Figure 1. A small window of the routed layout.
The bar under the picture is 10 microns long. Window x 72 to 97, y 38 to 63 microns. Cells in gray, sequential cells in the stronger gray; small squares are vias.
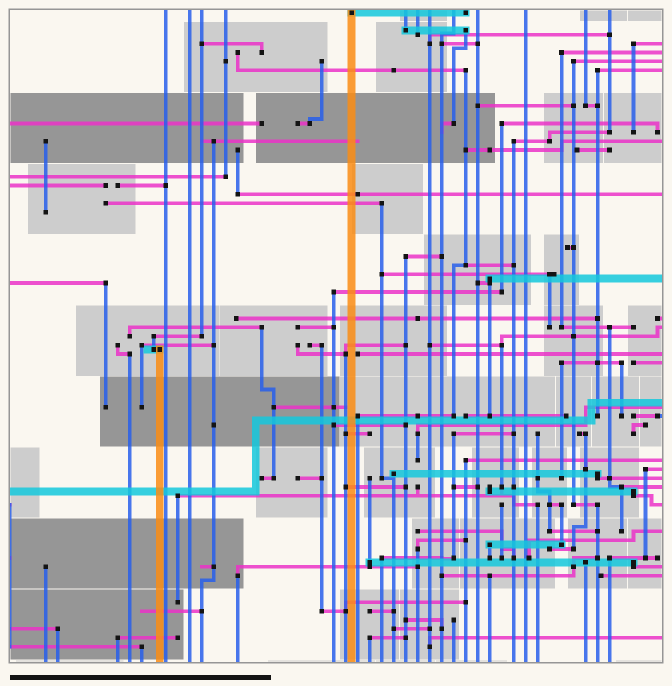
Figure 2. Clock wires, drivers and flops.
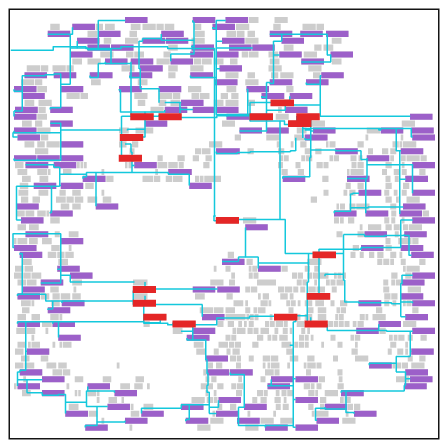
==> config.mk <==
export PLATFORM = sky130hd
export DESIGN_NAME = wb_mem_seg_mc
export DESIGN_NICKNAME = d
export VERILOG_FILES = /design/src/rtl/wb_pkg.sv /design/src/rtl/wb_load_extend.sv /design/src/rtl/wb_mem_seg_mc.sv
export SDC_FILE = /design/constraint.sdc
export NUM_CORES = 1
export LEC_CHECK = 0
export CAP_MARGIN = 20
export CORE_UTILIZATION = 35
export CTS_CLUSTER_DIAMETER = 60
export DETAILED_ROUTE_END_ITERATION = 12
export DONT_BUFFER_PORTS = 1
export SYNTH_ARGS = -nofsm -noshare
export SYNTH_HDL_FRONTEND = slang
export SYNTH_HIERARCHICAL = 1
export SYNTH_SLANG_ARGS = --single-unit
==> constraint.sdc <==
create_clock -name clk -period 3.1 [get_ports clk]
set_input_delay 0.62 -clock clk [delete_from_list [all_inputs] [get_ports clk]]
set_output_delay 0.62 -clock clk [all_outputs]
set_load 0.05 [all_outputs]
==> run notes <==
Entry: Yosys synthesis followed by OpenROAD place and route.

Layout:
- The run gives the combinational gate count as 559.
- The run gives the final cell count without fillers as roughly 1200.
- The run puts the sequential cell area in the final layout at about 0.0043 sq mm.

Yosys:
- The run gives the count of warnings emitted by yosys as 6.
- In this run, the synthesized area fraction spent on adder and majority cells is recorded as 0%.
- The synthesized design contains 0 enable-type register cells.
- The run gives the summed standard-cell area reported by yosys as roughly 0.0097 sq mm.

Detailed routing:
- The run puts the detail-routed net length per standard cell at around 24 microns.
- The run puts the initial detailed-routing violation count at ~470.
- The run gives the number of routed nets with antenna violations as 0.

Final timing:
- Final hold analysis gives a worst-case slack of -124 ps.
- Derived from the worst setup path, the maximum achievable clock frequency is around 400 MHz.
- Hold-check failures listed in the final report amount to 128.

Status:
- The run finished, with violations left.
- The checks that failed: negative hold slack.

Power:
- Per report_power, the combinational group accounts for 19.3% of the total.
- The run gives the final total power as 8.61 mW.

Die:
- The core region is between 0.02 and 0.03 sq mm.
- The run gives the number of tap instances as 372.
- The run puts the top-level I/O count at between 200 and 300.

GRT:
- The run gives the number of global-route vias before repair as 6945.
- The run gives the pin count of the biggest net entering global routing as 174.
- The first global-routing pass estimated around 43000 microns of wire.
- Global routing consumed, over all layers together, between 10% and 20% of the routing resources.

Worst setup path:
- The run gives the critical path buffer and inverter count as 2.
- The run gives the critical setup path kind as reg2reg.
- STA classifies the critical path startpoint as a flip-flop.

Placement:
- Setup slack on the worst path after placement came out at slightly above 600 ps.

Clocking:
- The run gives the total clock buffers created by CTS as 17.
-- Figure 1 (at the start) --
M1 -> magenta
M4 -> orange
M3 -> cyan
M2 -> blue
cells with their middle in the window = 32
most frequent = dfrtp_1 (5), mux2_2 (4), nor2b_1 (3)
sequential cells in the window = 5

-- Figure 2 (at the start) --
clock wires -> cyan  # length 2650 microns
clock-net drivers -> red  # count 17
flip-flops -> purple  # count 173
routed clock nets = 18
flops lie = spread over the die
clock insertion delay at the later pin of the skew report: 440 ps
Post-Route Skew: 15.1 ps
clock-net power: 2.21 mW
share of total power in the clock network: 25.7%

Power is estimated from default activity; no workload was simulated.
